### Metal 1, run 1

The bar under the picture is 20 um long. Supply wires on this layer in gray.
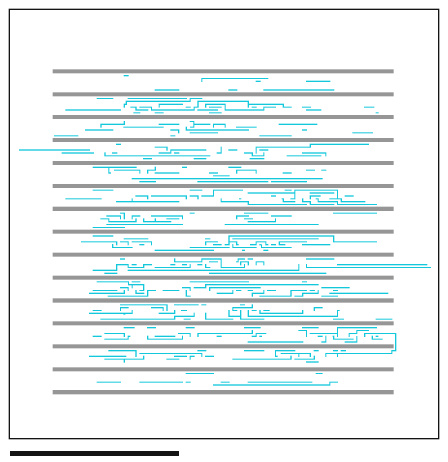
### Met2 routing, run 1

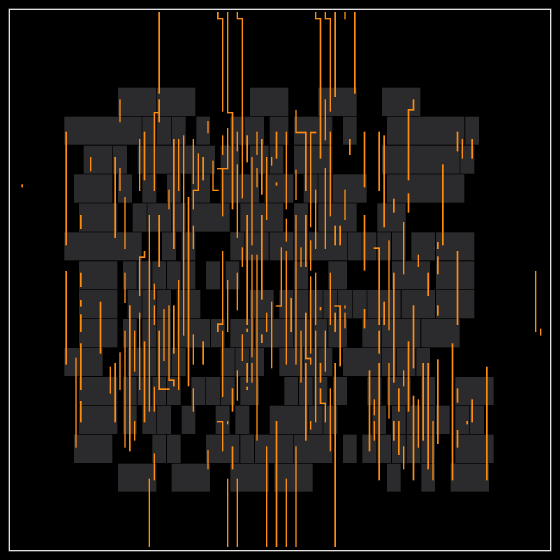
### The metal 3 layer, run 1

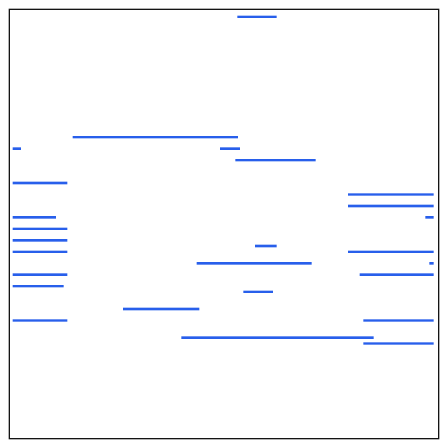
===== src/rtl/mips_ctrl_pkg.sv =====
// Shared pipeline-control constants: operand-mux select codes, hazard FSM state codes
// and the register-address width.
package mips_ctrl_pkg;

  localparam int NB_REG_ADDR = 5;

  localparam logic [1:0] FWD_SEL_RF    = 2'b00;
  localparam logic [1:0] FWD_SEL_EXMEM = 2'b01;
  localparam logic [1:0] FWD_SEL_MEMWB = 2'b10;

  localparam logic [1:0] ST_RUN      = 2'b00;
  localparam logic [1:0] ST_LU_STALL = 2'b01;
  localparam logic [1:0] ST_HOLD     = 2'b10;

endpackage


===== src/rtl/fwd_sel_calc.sv =====
// Combinational forwarding priority for one ID source operand: EX beats MEM, r0 and
// bubbles never forward, and a load in EX is never forwarded from EX/MEM.
module fwd_sel_calc #(
  parameter int NB_REG_ADDR = mips_ctrl_pkg::NB_REG_ADDR,
  parameter int NB_SEL      = 2
) (
  input  logic [NB_REG_ADDR-1:0] src,
  input  logic                   id_valid,
  input  logic [NB_REG_ADDR-1:0] ex_rd,
  input  logic                   ex_regwrite,
  input  logic                   ex_memread,
  input  logic [NB_REG_ADDR-1:0] mem_rd,
  input  logic                   mem_regwrite,
  output logic [NB_SEL-1:0]      sel
);

  always_comb begin
    sel = mips_ctrl_pkg::FWD_SEL_RF;
    if (id_valid && (src != '0)) begin
      if (ex_regwrite && (ex_rd == src) && !ex_memread)
        sel = mips_ctrl_pkg::FWD_SEL_EXMEM;
      else if (mem_regwrite && (mem_rd == src))
        sel = mips_ctrl_pkg::FWD_SEL_MEMWB;
    end
  end

endmodule


===== src/rtl/fwd_hazard_ctrl.sv =====
// Forwarding-select registers plus load-use / memory-wait stall FSM for the ID/EX boundary.
// Optional load-use stall cycle counter when FWD_HAZARD_STALL_CNT_EN is defined.
module fwd_hazard_ctrl #(
  parameter int NB_REG_ADDR = mips_ctrl_pkg::NB_REG_ADDR,
  parameter int NB_SEL      = 2
`ifdef FWD_HAZARD_STALL_CNT_EN
  ,
  parameter int NB_CNT      = 16
`endif
) (
  input  logic                   i_clk,
  input  logic                   i_rst,
  input  logic [NB_REG_ADDR-1:0] i_id_rs,
  input  logic [NB_REG_ADDR-1:0] i_id_rt,
  input  logic                   i_id_valid,
  input  logic [NB_REG_ADDR-1:0] i_ex_rd,
  input  logic                   i_ex_regwrite,
  input  logic                   i_ex_memread,
  input  logic [NB_REG_ADDR-1:0] i_mem_rd,
  input  logic                   i_mem_regwrite,
  input  logic                   i_mem_wait,
  output logic [NB_SEL-1:0]      o_fwd_a_sel,
  output logic [NB_SEL-1:0]      o_fwd_b_sel,
  output logic                   o_stall,
  output logic                   o_bubble,
  output logic                   o_hold_all
`ifdef FWD_HAZARD_STALL_CNT_EN
  ,
  output logic [NB_CNT-1:0]      o_lu_stall_cnt
`endif
);

  logic [1:0]        state, nxt_state;
  logic [NB_SEL-1:0] sel_a, sel_b, calc_a, calc_b, nxt_sel_a, nxt_sel_b;
  logic              load_use, stall, bubble, hold;

  fwd_sel_calc #(.NB_REG_ADDR(NB_REG_ADDR), .NB_SEL(NB_SEL)) u_calc_a (
    .src(i_id_rs), .id_valid(i_id_valid),
    .ex_rd(i_ex_rd), .ex_regwrite(i_ex_regwrite), .ex_memread(i_ex_memread),
    .mem_rd(i_mem_rd), .mem_regwrite(i_mem_regwrite), .sel(calc_a)
  );

  fwd_sel_calc #(.NB_REG_ADDR(NB_REG_ADDR), .NB_SEL(NB_SEL)) u_calc_b (
    .src(i_id_rt), .id_valid(i_id_valid),
    .ex_rd(i_ex_rd), .ex_regwrite(i_ex_regwrite), .ex_memread(i_ex_memread),
    .mem_rd(i_mem_rd), .mem_regwrite(i_mem_regwrite), .sel(calc_b)
  );

  assign load_use = i_id_valid && i_ex_memread && i_ex_regwrite && (i_ex_rd != '0) &&
                    ((i_ex_rd == i_id_rs) || (i_ex_rd == i_id_rt));

  // The cycle after a load-use stall the EX slot holds the bubble, so it is never re-stalled;
  // a HOLD cycle with the wait released behaves exactly like RUN.
  always_comb begin
    nxt_state = mips_ctrl_pkg::ST_RUN;
    nxt_sel_a = sel_a;
    nxt_sel_b = sel_b;
    stall     = 1'b0;
    bubble    = 1'b0;
    hold      = 1'b0;
    if (!i_rst) begin
      if (i_mem_wait) begin
        nxt_state = mips_ctrl_pkg::ST_HOLD;
        stall     = 1'b1;
        hold      = 1'b1;
      end else if (load_use && (state != mips_ctrl_pkg::ST_LU_STALL)) begin
        nxt_state = mips_ctrl_pkg::ST_LU_STALL;
        nxt_sel_a = mips_ctrl_pkg::FWD_SEL_RF;
        nxt_sel_b = mips_ctrl_pkg::FWD_SEL_RF;
        stall     = 1'b1;
        bubble    = 1'b1;
      end else begin
        nxt_sel_a = calc_a;
        nxt_sel_b = calc_b;
      end
    end
  end

  always_ff @(posedge i_clk) begin
    if (i_rst) begin
      state <= mips_ctrl_pkg::ST_RUN;
      sel_a <= mips_ctrl_pkg::FWD_SEL_RF;
      sel_b <= mips_ctrl_pkg::FWD_SEL_RF;
    end else begin
      state <= nxt_state;
      sel_a <= nxt_sel_a;
      sel_b <= nxt_sel_b;
    end
  end

  assign o_fwd_a_sel = sel_a;
  assign o_fwd_b_sel = sel_b;
  assign o_stall     = stall;
  assign o_bubble    = bubble;
  assign o_hold_all  = hold;

`ifdef FWD_HAZARD_STALL_CNT_EN
  logic [NB_CNT-1:0] lu_cnt;

  always_ff @(posedge i_clk) begin
    if (i_rst)
      lu_cnt <= '0;
    else if ((state == mips_ctrl_pkg::ST_LU_STALL) && (lu_cnt != '1))
      lu_cnt <= lu_cnt + 1'b1;
  end

  assign o_lu_stall_cnt = lu_cnt;
`endif

endmodule

===== config.mk =====
export PLATFORM = sky130hd
export DESIGN_NAME = fwd_hazard_ctrl
export DESIGN_NICKNAME = d
export VERILOG_FILES = /design/src/rtl/mips_ctrl_pkg.sv /design/src/rtl/fwd_sel_calc.sv /design/src/rtl/fwd_hazard_ctrl.sv
export SDC_FILE = /design/constraint.sdc
export NUM_CORES = 1
export LEC_CHECK = 0
export ABC_AREA = 1
export ABC_CLOCK_PERIOD_IN_PS = 3700
export CAP_MARGIN = 10
export CORE_MARGIN = 5
export CORE_UTILIZATION = 43
export DETAILED_ROUTE_END_ITERATION = 10
export PLACE_DENSITY_LB_ADDON = 0.1
export REMOVE_ABC_BUFFERS = 1
export SLEW_MARGIN = 20
export SYNTH_ARGS = -nofsm -noshare
export SYNTH_HDL_FRONTEND = slang
export SYNTH_SLANG_ARGS = --single-unit

===== constraint.sdc =====
create_clock -name i_clk -period 3.7 [get_ports i_clk]
set_clock_uncertainty 0.15 [all_clocks]
set_input_delay 0.74 -clock i_clk [delete_from_list [all_inputs] [get_ports i_clk]]
set_output_delay 0.74 -clock i_clk [all_outputs]
set_load 0.005 [all_outputs]

==> impl_metrics.py, run 1 <==
# Auto-generated metrics
metrics = {
    "floorplan": {
        "die_area_sq_um": 2580,
        "core_region_area_sq_um": 1540,
        "fp_util_pct": 46.4,
        "rows": 14,
        "die_w_um": 50.8,
    },
    "flow_run": {
        "warnings": 25,
        "drv_cap": 0,
    },
    "drt": {
        "vias_per_cell": 4.74,
        "avgRoutedWirePerCell_um": 11.2,
        "wl_met3_um": 188,
        "route.detailed.drc": 0,
        "drt_iter0_markers": 27,
        "dr.pass1.iters": 4,
        "wl_met1_um": 899,
        "wl_met2_um": 988,
        "final_antenna_net_count": 0,
    },
    "finish": {
        "final_core_util_pct": 69.9,
        "area_growth_pct": 50.5,
        "drive_gt1_share_pct": 12.3,
        "diodes": 0,
        "lay_top_count": "nand2_1",
        "layout_top_cells": "nand2_1 (52), clkdlybuf4s50_1 (33), inv_1 (21)",
    },
    "synth": {
        "syn_area_per_cell_sq_um": 5.26,
        "simple_gate_share_pct": 58.9,
        "ys_ff": 6,
        "yosys.area_share.aoi_pct": 4.20,
        "syn_inst": 136,
        "xor_share_pct": 4.90,
        "synth_seq_share_pct": 16.8,
        "mux_share_pct": 0,
        "largest_area_cell": "nand2_1",
        "yosys-stat-cells": 136,
        "synth_top_area_share_pct": 27.3,
        "ys_warn_count": 0,
        "ys_sh_adder_pct": 0,
        "synth.distinct_cells": 21,
    },
    "timing": {
        "setup_tns_ps": 0,
        "finalClockPeriodUsage_pct": 93.6,
        "tightestPinTransition_ps": 373,
        "clock.fmax_mhz": 289,
        "min_period_ps": 3460,
        "rsz0062_at_grt": "no",
        "drv_slew": 0,
        "finalHoldViolCount": 0,
    },
    "critical_path": {
        "crit_chain": "clkdlybuf4s50_1 -> inv_1 -> nand2_1 -> nand2_1 -> nor2_1 -> nand3_2 -> nand2_2 -> nand2_4 -> a21oi_1 -> clkdlybuf4s50_1",
        "startpoint_type": "input pin",
        "cp_num_buf_inv": 3,
        "cp_slowest_cell": "clkdlybuf4s50_1",
        "endpoint_kind": "output port",
        "rr_worst_depth": 7,
        "crit_start": "i_id_rs[0]",
        "crit_path_end": "o_stall",
        "worstReg2RegStart": "state[1]",
        "critPathMaxStageDelay_ps": 530,
        "r2r_end": "o_fwd_a_sel[1]",
        "required_ps": 2810,
        "crit_cells": 10,
        "worstPathMaxFanout": 5,
        "critical_path_class": "in2out",
    },
    "power_and_ir_drop": {
        "seqPwrFrac_pct": 31.4,
        "clock_net_power_uw": 58.6,
        "leakagePower_uw": 0.000563,
        "power_switching_uw": 64.9,
        "pg_comb_uw": 85.6,
        "intPower_uw": 145,
        "combPwrFrac_pct": 40.7,
        "finalPower_uw": 210,
        "power_leader": "combinational logic",
        "clock_power_share_pct": 27.9,
        "powerDensity_nw_per_um2": 195,
        "seq_power_uw": 65.9,
    },
    "clocking": {
        "cts_htree_levels": 1,
        "cts.sinks": 6,
        "cts_setup_buffers": 0,
        "cts_tree": "yes",
        "holdBufCountCts": 0,
        "cts_max_path_buffers": 2,
        "cts.clk_slew.worst_paths_ps": 40,
        "post_cts_resized": 0,
        "cts_inserted_buffers": 3,
        "cts_root_buffer": "clkbuf_4",
        "clk_latency_ps": 240,
    },
    "global_route": {
        "grt_max_degree": 10,
        "grt-ovfl-total": 0,
        "grt_pass1_vias": 874,
        "grt_util_all_layers_pct": 17.8,
        "grt_pass1_wl_um": 3610,
        "antenna_found_initial": 0,
        "top_usage_layer": "met2",
    },
    "placement": {
        "numPortBuffers": 33,
        "preCtsSetupSlack_ps": 234,
        "hpwl_um": 1800,
        "gp_routability_congestion": 0.893,
    },
    "hold_path": {
        "whs_path_depth": 2,
        "min-delay-path-class": "reg2reg",
        "min_from": "o_fwd_b_sel[1]",
        "whs_endpoint": "o_fwd_b_sel[1]",
    },
    "status": {
        "status": "complete, no violations",
    },
}
## Picture notes: 'Metal 1'
longest straight run: 22.5 um
main direction: horizontal
GR Layer Usage met1: 22.1%
vias: 887
final wirelength: 2090 um

## Picture notes: 'Met2 routing'
main direction: vertical
share of all routed wire: 47%
met2 Use GR: 29.8%

## Picture notes: 'The metal 3 layer'
wire length on this layer: 189 um
share of all routed wire: 9.0%
longest straight run: 22.5 um
GRT met3 Usage: 5.62%

[run 1: synthesized netlist by cell type]
cell,number
nand3_2,3
a31oi_1,1
nor3_1,2
o21ai_0,1
xor2_1,1
nand4_1,2
nand2_4,1
xnor2_1,3
inv_1,21
nor2_1,20
nor3_2,2
a21oi_1,1
o21ai_1,1
nand2_1,52
nand2_2,1
buf_6,1
a21oi_2,1
inv_2,5
nor2_2,5
nand3_1,6
dfxtp_1,6
[run 1: per-stage QoR]
step | instances | area (sq um)
detailed placement | 184 | 1050
CTS | 187 | 1080
floorplan | 135 | 704
global route | 187 | 1080
finish | 187 | 1080
global placement | 184 | 1050
[run 1: layout make-up]
type,count,area (sq um)
clock buffers,3,22.5
fillers,161,464
inverters,26,97.6
multi-input cells,103,487
flip-flops and latches,6,120
well taps,16,20.0
repair buffers,33,330
### Routing congestion, run 1

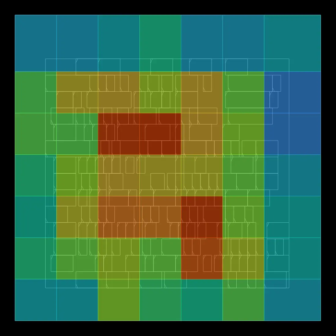

==> run 1 -> run 2 <==
--- a/config.mk
+++ b/config.mk
@@ -6,7 +6,7 @@
 export NUM_CORES = 1
 export LEC_CHECK = 0
 export ABC_AREA = 1
-export ABC_CLOCK_PERIOD_IN_PS = 3700
+export ABC_CLOCK_PERIOD_IN_PS = 4100
 export CAP_MARGIN = 10
 export CORE_MARGIN = 5
 export CORE_UTILIZATION = 43
==> constraint.sdc (replaced) <==
create_clock -name i_clk -period 4.1 [get_ports i_clk]
set_clock_uncertainty 0.15 [all_clocks]
set_input_delay 0.82 -clock i_clk [delete_from_list [all_inputs] [get_ports i_clk]]
set_output_delay 0.82 -clock i_clk [all_outputs]
set_load 0.005 [all_outputs]
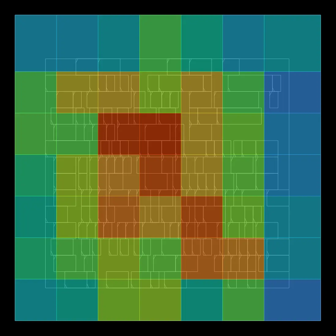
*Routing congestion, run 2*
GR Layer Usage met1: 20.5%
Top Usage Layer GRT: met2

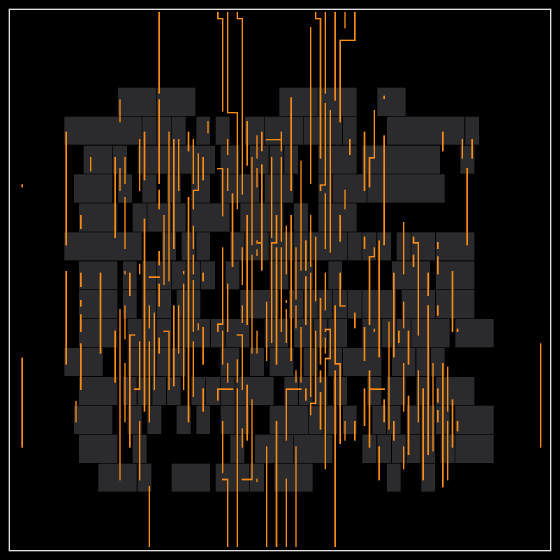
*Met2 routing, run 2*
main direction: vertical
share of all routed wire: 50%
wire length on this layer: 1,060 um

==> run 2 against run 1 <==
  * Critical path depth is the same
  * Routed wire length up 1.9%
  * Clock power shrank 11%
  * Hold slack hardly changed
  * Count of clock-buffer cells in the layout unchanged
  * Largest power group unchanged
==> impl_metrics.py, run 2 <==
# Auto-generated metrics
metrics = {
    "status": {
        "status": "complete, no violations",
    },
    "finish": {
        "final_core_util_pct": 69.9,
        "lay_top_count": "nand2_1",
        "layout_top_cells": "nand2_1 (52), clkdlybuf4s50_1 (33), inv_1 (21)",
        "logic_area_sq_um": 487,
        "regArea_sq_um": 120,
        "final_area_sq_um": 1080,
        "diodes": 0,
        "area_growth_pct": 50.5,
    },
    "critical_path": {
        "critPathMaxStageDelay_ps": 550,
        "required_ps": 3130,
        "crit_chain": "clkdlybuf4s50_1 -> inv_1 -> nand2_1 -> nand2_1 -> nor2_1 -> nand3_2 -> nand2_2 -> nand2_4 -> a21oi_1 -> clkdlybuf4s50_1",
        "rr_worst_depth": 7,
        "endpoint_kind": "output port",
        "r2r_end": "o_fwd_a_sel[1]",
        "worstReg2RegStart": "state[1]",
        "cp_num_buf_inv": 3,
    },
    "synth": {
        "ys_ff": 6,
        "syn_inst": 136,
        "yosys.area_share.aoi_pct": 4.20,
        "synth_top_area_share_pct": 27.3,
        "xor_share_pct": 4.90,
        "ys_warn_count": 0,
        "syn_area_per_cell_sq_um": 5.26,
        "ys_sh_adder_pct": 0,
        "mux_share_pct": 0,
        "synth.most_common_cell": "nand2_1",
        "synth.distinct_cells": 21,
        "simple_gate_share_pct": 58.9,
        "largest_area_cell": "nand2_1",
        "yosys-stat-cells": 136,
        "edf_count": 0,
    },
    "placement": {
        "gp_routability_congestion": 0.892,
        "preCtsSetupSlack_ps": 488,
        "numPortBuffers": 33,
        "dpl_cell_area_sq_um": 1050,
    },
    "flow_run": {
        "drv_cap": 0,
    },
    "global_route": {
        "grt_max_degree": 10,
        "antenna_found_initial": 0,
        "grt_use_met2_pct": 30.4,
        "grt-ovfl-total": 0,
        "use_met3_pct": 5.92,
        "grt_pass1_vias": 896,
    },
    "drt": {
        "wl_met2_um": 1060,
        "dr.pass1.iters": 4,
        "final_antenna_net_count": 0,
        "wl_met1_um": 877,
        "avgRoutedWirePerCell_um": 11.4,
        "wl_met3_um": 175,
        "drt_iter0_markers": 41,
        "route.detailed.drc": 0,
        "vias_per_cell": 4.81,
    },
    "clocking": {
        "cts_max_path_buffers": 2,
        "cts_root_buffer": "clkbuf_4",
        "cts_htree_levels": 1,
        "cts.sinks": 6,
        "cts_tree": "yes",
        "cts.clk_slew.worst_paths_ps": 40,
        "post_cts_resized": 0,
        "holdBufCountCts": 0,
        "cts_setup_buffers": 0,
        "cts_inserted_buffers": 3,
    },
    "timing": {
        "rsz0062_at_grt": "no",
        "tightestPinTransition_ps": 381,
        "clock.fmax_mhz": 277,
        "finalClockPeriodUsage_pct": 88.2,
        "min_period_ps": 3610,
        "setup_tns_ps": 0,
    },
    "floorplan": {
        "fp_util_pct": 46.4,
        "rows": 14,
        "core_region_area_sq_um": 1540,
    },
    "power_and_ir_drop": {
        "leakagePower_uw": 0.000563,
        "powerDensity_nw_per_um2": 176,
    },
    "hold_path": {
        "min-delay-path-class": "reg2reg",
        "min_from": "o_fwd_b_sel[1]",
        "whs_path_depth": 2,
    },
}
==> run 2: cell counts in the layout (fill, tap and decap cells not counted) <==
Identical to the previous run, type by type.
==> run 2: layout make-up <==
type	instances	share of cell area, %
Clock buffer	3	2.09
Inverter	26	9.06
Multi-Input combinational cell	103	45.2
Sequential cell	6	11.1
Tap cell	16	1.86
Timing Repair Buffer	33	30.7
==> run 2: metrics by stage <==
step	power [uW]	std cells
floorplan	94.6	135
global placement	136	184
detailed placement	138	184
CTS	193	187
global route	208	187
finish	190	187
==> run 2: where the power goes <==
group,internal (uW),switching [uW],total (uW)
registers,59.3,0.203,59.5
clock network,33.0,19.4,52.4
logic,38.8,39.2,77.9
total,131,58.8,190
Power figures rest on the tool's default switching activity, not on a simulated workload.
